Figure 1. Routing congestion (run 1).
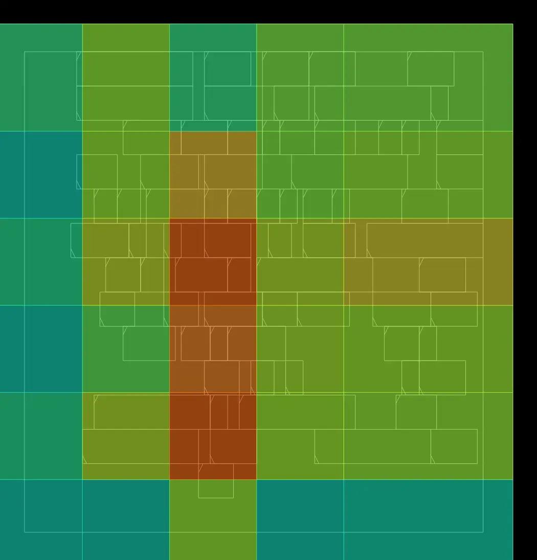
Figure 2. Cells colored by class (run 1).
The bar under the picture is 10 um long. Fill, decap, tap and diode cells in gray.
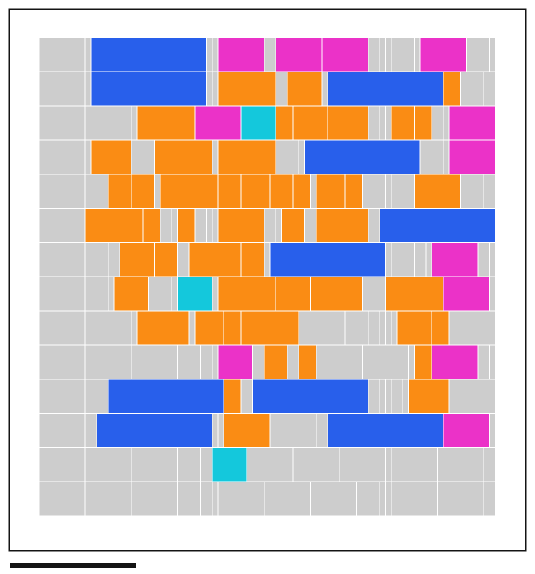
Figure 3. Signal wires by layer (run 1).
The bar under the picture is 10 um long. Only two layers are drawn.
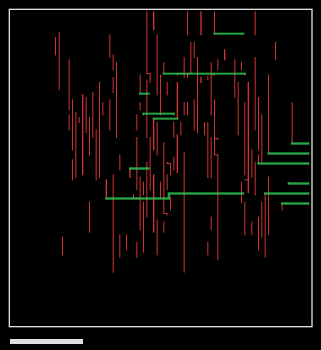
==> config.mk <==
export PLATFORM = sky130hd
export DESIGN_NAME = ep_arb
export DESIGN_NICKNAME = d
export VERILOG_FILES = /design/src/rtl/ep_arb_pkg.sv /design/src/rtl/ep_arb_rr_sel.sv /design/src/rtl/ep_arb.sv
export SDC_FILE = /design/constraint.sdc
export NUM_CORES = 1
export LEC_CHECK = 0
export CAP_MARGIN = 20
export CORE_AREA = 2 2 39 41
export DETAILED_ROUTE_END_ITERATION = 7
export DIE_AREA = 0 0 41 43
export GPL_TIMING_DRIVEN = 1
export PLACE_DENSITY = 0.84
export SLEW_MARGIN = 0
export SYNTH_ARGS = -nofsm -noshare
export SYNTH_HDL_FRONTEND = slang
export SYNTH_SLANG_ARGS = --single-unit
==> constraint.sdc <==
create_clock -name pcie_clk -period 2.3 [get_ports pcie_clk]
set_clock_uncertainty 0.05 [all_clocks]
set_input_delay 0.69 -clock pcie_clk [delete_from_list [all_inputs] [get_ports pcie_clk]]
set_output_delay 0.69 -clock pcie_clk [all_outputs]
set_load 0.02 [all_outputs]
==> results.sh, run 1 <==
# source this file to load flow results
export IMPL_outcome="finished, final reports clean"
export IMPL_mapped_cells=59
export IMPL_die_width_um=41
export IMPL_n_fill_cell=125
export IMPL_critPathMaxFanout=6
export IMPL_timing_critical_path_required_ps=1560
export IMPL_mappedNetlistNets=74
export IMPL_detailed_place_hpwl_um=871
export IMPL_cts_buffers=3
export IMPL_pre_cts_slack_ps=-29.3
export IMPL_dp_cells=87
export IMPL_ctsRootBufferMaster="clkbuf_4"
export IMPL_critical_path_slowest_cell="clkdlybuf4s50_1"
export IMPL_drive_gt1_share_pct=16.2
export IMPL_gr_usage_all_layers_pct=15.8
export IMPL_power_density_nw_per_um2=1280
export IMPL_timing_final_setup_violations=0
export IMPL_placement_io_buffers=11
export IMPL_grt_first_pass_wirelength_mm=1.83
export IMPL_grt_antenna_before_repair=0
export IMPL_max_slew_worst_pin_slew_ps=458
export IMPL_antenna_cells_inserted=0
export IMPL_timing_final_hold_violations=0
export IMPL_report_final_slew_viol_count=0
export IMPL_die_h_um=43
export IMPL_worst_setup_path_end_kind="output port"
export IMPL_ys_area_um2=618
export IMPL_regToRegSetupSlack_ps=340
export IMPL_number_of_global_route_vias_before_repair=490
export IMPL_final_cell_mix="11 x clkdlybuf4s50_1, 10 x dfrtp_1, 8 x ha_1"
export IMPL_post_route_period_util_pct=90.3
export IMPL_worstRegToRegCells=6
export IMPL_critical_path_max_stage_delay_ps=640
export IMPL_timing_setup_critical_path_class="reg2out"
export IMPL_largest_register_ffs=3
export IMPL_grt_max_degree=11
export IMPL_worstSkewPairLatency_ps=260
export IMPL_synth_avg_cell_area_um2=10.5
export IMPL_cts_num_sinks=10
export IMPL_post_cts_hold_buffer_count=0
export IMPL_syn_cell_area_um2=618
export IMPL_post_cts_buffers=0
export IMPL_fp_utilization_pct=44.7
export IMPL_final_setup_tns_ps=0
export IMPL_cts_tree="done"
export IMPL_drtPass1Iterations=8
export IMPL_post_drt_via_cell_ratio=5.42
export IMPL_nNetsFinal=91
export IMPL_num_io_pins=12
export IMPL_clk_transition_reported_paths_ps=60
export IMPL_crit_chain="clkdlybuf4s50_1"
export IMPL_drt_iter0_markers=8
export IMPL_path_delay_family="buffers and inverters"
export IMPL_coreArea_um2=1380
export IMPL_wirelength_mm=1.09
export IMPL_max_clock_path_buffers=2
export IMPL_cp_data_arrival_time_ps=1340
export IMPL_max_slew_margin_rel_pct=69.4
export IMPL_warning_count=31
export IMPL_unrepaired_setup_endpoints_after_global_routing="false"
export IMPL_postSynthSeqShare_pct=40.5
export IMPL_totalPowerFinal_mw=0.997
export IMPL_post_synth_num_cell_types=24
export IMPL_min_period_ps=2080
About Figure 1:
met3 Resource Use GR: 3.14%
global-route met2 utilization: 24.7%
most crowded layer after global routing: met2

About Figure 2:
color	class	cells	share of their area
magenta	other buffers and delay cells	12	16%
cyan	cells driving clock nets	3	3.0%
blue	flops	10	33%
orange	all other logic	49	49%
sequential cell area share: 32.2%
num rows: 14
final instance area: 778 um2

About Figure 3:
color	layer	wire length
red	met2	514 um
green	met3	71.8 um
number of vias after detailed routing: 488
detail-routed net length per standard cell: 12.1 um

[run 1: report_power, final]
| part | switching [mW] | internal, mW |
|---|---|---|
| clock | 0.0558 | 0.0603 |
| combinational | 0.271 | 0.296 |
| sequential | 0.0659 | 0.248 |
[run 1: kinds of logic (layout without fill, tap and decap cells)]
family / after synthesis / count (layout) / synth area share [%]
fa+ha+maj: 8 / 8 / 16.2
buf+inv: 7 / 22 / 4.25
simple gates: 15 / 15 / 15.2
compound gates: 15 / 15 / 16.8
flops: 10 / 10 / 40.5
mux: 4 / 4 / 7.08
[run 1: metrics by stage]
step	hold WS (ps)	area, um2	util (%)
after floorplan	344	618	-
after global placement	389	756	54.6
after detailed placement	391	756	54.6
after CTS	403	778	56.2
after global routing	432	778	56.2
final	407	778	56.2
[run 1: synthesized netlist by cell type]
cell      instances  area (um2)
o22a_1            1        8.76
nor2_1            3        11.3
mux2i_1           1        10.0
a21boi_0          1        7.51
ha_1              8         100
nand3b_2          1        11.3
or2b_1            1        7.51
nand3_1           1        5.00
and2_2            2        15.0
nor2b_1           2        12.5
nor3b_1           1        7.51
a22oi_1           1        7.51
inv_1             7        26.3
or4b_1            1        10.0
mux2_2            3        33.8
nand2_1           2        7.51
a22o_1            1        8.76
a22oi_2           1        12.5
o21ai_0           3        15.0
nand2b_1          1        6.26
a22o_2            1        10.0
o221ai_1          1        8.76
a21oi_1           5        25.0
dfrtp_1          10         250
[run 1: layer usage]
layer / track usage (%) / wire length (um) / vias to the layer above
met5: 0 / 0 / -
met4: 12.0 / 31 / 0
met3: 3.14 / 71 / 4
met2: 24.7 / 514 / 16
met1: 17.6 / 470 / 230
li1: - / - / 238
[run 1: cell type report]
class                      instances  area (um2)  share of cell area, %
multi-input combinational         42         342                   43.9
sequential                        10         250                   32.2
timing repair buffer              12         118                   15.1
inverter                           7        26.3                   3.38
clock buffer                       3        22.5                   2.89
tap                               16        20.0                   2.57
==> inputs of run 2 (changes only) <==
ABC_CLOCK_PERIOD_IN_PS = 2300   (was not set)
Figure 4. Cells colored by class (run 2).
The bar under the picture is 10 um long. Fill, decap, tap and diode cells in gray.
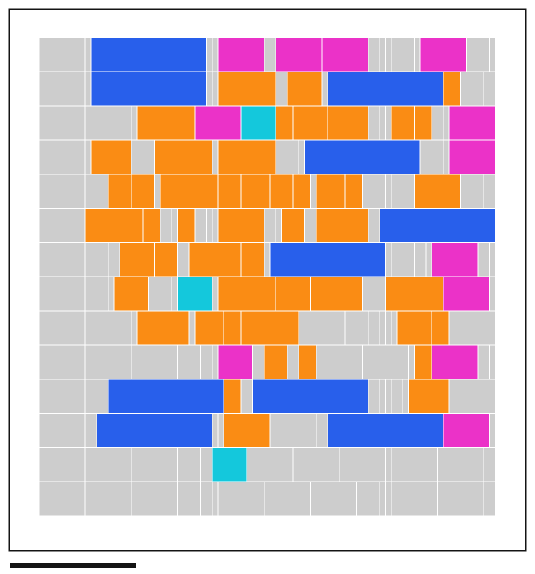
color	class	cells	share of their area
blue	flops	10	33%
magenta	other buffers and delay cells	12	16%
orange	all other logic	49	49%
cyan	cells driving clock nets	3	3.0%
final standard cell utilization of the core: 56.2%
area inside the core boundary: 1380 um2

Figure 5. Signal wires by layer (run 2).
The bar under the picture is 10 um long. Only two layers are drawn.
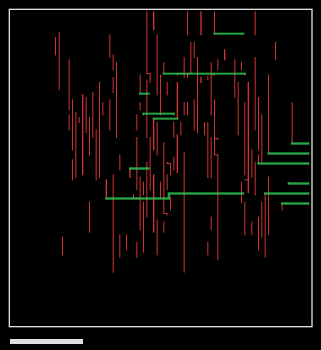
color	layer	wire length
green	met3	71.8 um
red	met2	514 um
gr usage total: 15.8%
Routed WL: 1.09 mm

Figure 6. Cell density map (run 2).
The die is cut into 8 by 9 equal tiles; black is low, pale yellow is high, 0 to 100% covered.
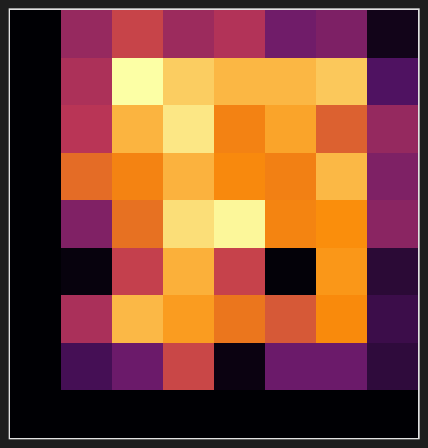
tiles over 75% full	24%
emptiest ninth of the die	lower left
mean over tiles	43%
nearly empty tiles	24%
fullest tile	100%
fraction of the core area occupied by cells at floorplan: 44.7%

==> run 2 against run 1 <==
Net effect:
- count of clock-buffer cells in the layout unchanged
- flip-flop count unchanged
- first-iteration DRC count unchanged
- total power unchanged
- largest cell class unchanged
- largest power group unchanged
- highest routed layer unchanged
==> results.sh, run 2 <==
# source this file to load flow results
export IMPL_outcome="finished, final reports clean"
export IMPL_mappedNetlistNets=74
export IMPL_cp_data_arrival_time_ps=1340
export IMPL_number_of_global_route_vias_before_repair=490
export IMPL_core_rowCount=14
export IMPL_met1_length_um=470
export IMPL_edf_count=0
export IMPL_critical_path_slowest_cell="clkdlybuf4s50_1"
export IMPL_detailed_place_hpwl_um=871
export IMPL_cts_buffers=3
export IMPL_topCellsByArea="dfrtp_1 40%, ha_1 16%, mux2_2 5.5%, inv_1 4.3%, a21oi_1 4.0%"
export IMPL_top_layer_used="met4"
export IMPL_power_density_nw_per_um2=1280
export IMPL_unrepaired_setup_endpoints_after_global_routing="false"
export IMPL_wl_met2_um=514
export IMPL_post_cts_hold_buffer_count=0
export IMPL_max_slew_margin_rel_pct=69.4
export IMPL_ctsRootBufferMaster="clkbuf_4"
export IMPL_synth_main_ff_cell="dfrtp_1"
export IMPL_placement_io_buffers=11
export IMPL_post_route_period_util_pct=90.3
export IMPL_mapped_cells=59
export IMPL_synth_avg_cell_area_um2=10.5
export IMPL_report_final_slew_viol_count=0
export IMPL_timing_final_hold_violations=0
export IMPL_min_period_ps=2080
export IMPL_worstRegToRegCells=6
export IMPL_crit_chain="clkdlybuf4s50_1"
export IMPL_placedInstanceArea_um2=756
export IMPL_holdWs_ps=407
export IMPL_cts_num_sinks=10
export IMPL_post_cts_buffers=0
export IMPL_final_setup_tns_ps=0
export IMPL_synth_area_leader_cell="dfrtp_1"
export IMPL_max_slew_worst_pin_slew_ps=458
export IMPL_warning_count=31
export IMPL_regToRegSetupSlack_ps=340
export IMPL_timing_setup_critical_path_class="reg2out"
## run 2: cell counts after synthesis
No cell type changed its count.
## run 2: where the power goes
group          switching (mW)  internal [mW]
Sequential             0.0659          0.248
Combinational           0.271          0.296
Clock                  0.0558         0.0603
Total                   0.393          0.604
## run 2: final cells by class
cell class,instances,area (um2),area share [%]
Clock buffer,3,22.5,2.89
Tap cell,16,20.0,2.57
Sequential cell,10,250,32.2
Timing Repair Buffer,12,118,15.1
Multi-Input combinational cell,42,342,43.9
Inverter,7,26.3,3.38
## run 2: logic make-up (layout without fill, tap and decap cells)
| group | count (synthesis) | count (layout) | share of synthesized area [%] |
|---|---|---|---|
| multiplexers | 4 | 4 | 7.08 |
| AND-OR/OR-AND | 15 | 15 | 16.8 |
| adder cells (fa/ha/maj) | 8 | 8 | 16.2 |
| AND/OR/NAND/NOR | 15 | 15 | 15.2 |
| buffers and inverters | 7 | 22 | 4.25 |
| flip-flops | 10 | 10 | 40.5 |
## run 2: layer usage
layer | global-route usage [%] | up-vias
li1 | - | 238
met1 | 17.6 | 230
met2 | 24.7 | 16
met3 | 3.14 | 4
met4 | 12.0 | 0
met5 | 0 | -
## run 2: worst reg2reg max path: stages (launching register included)
cell     delay, ps
dfrtp_1        440
inv_1          170
ha_1           230
nor3b_1        390
nor2_1          60
o21ai_0        130
mux2_2         370
No activity file was given, so power comes from the tool's default toggle rates.
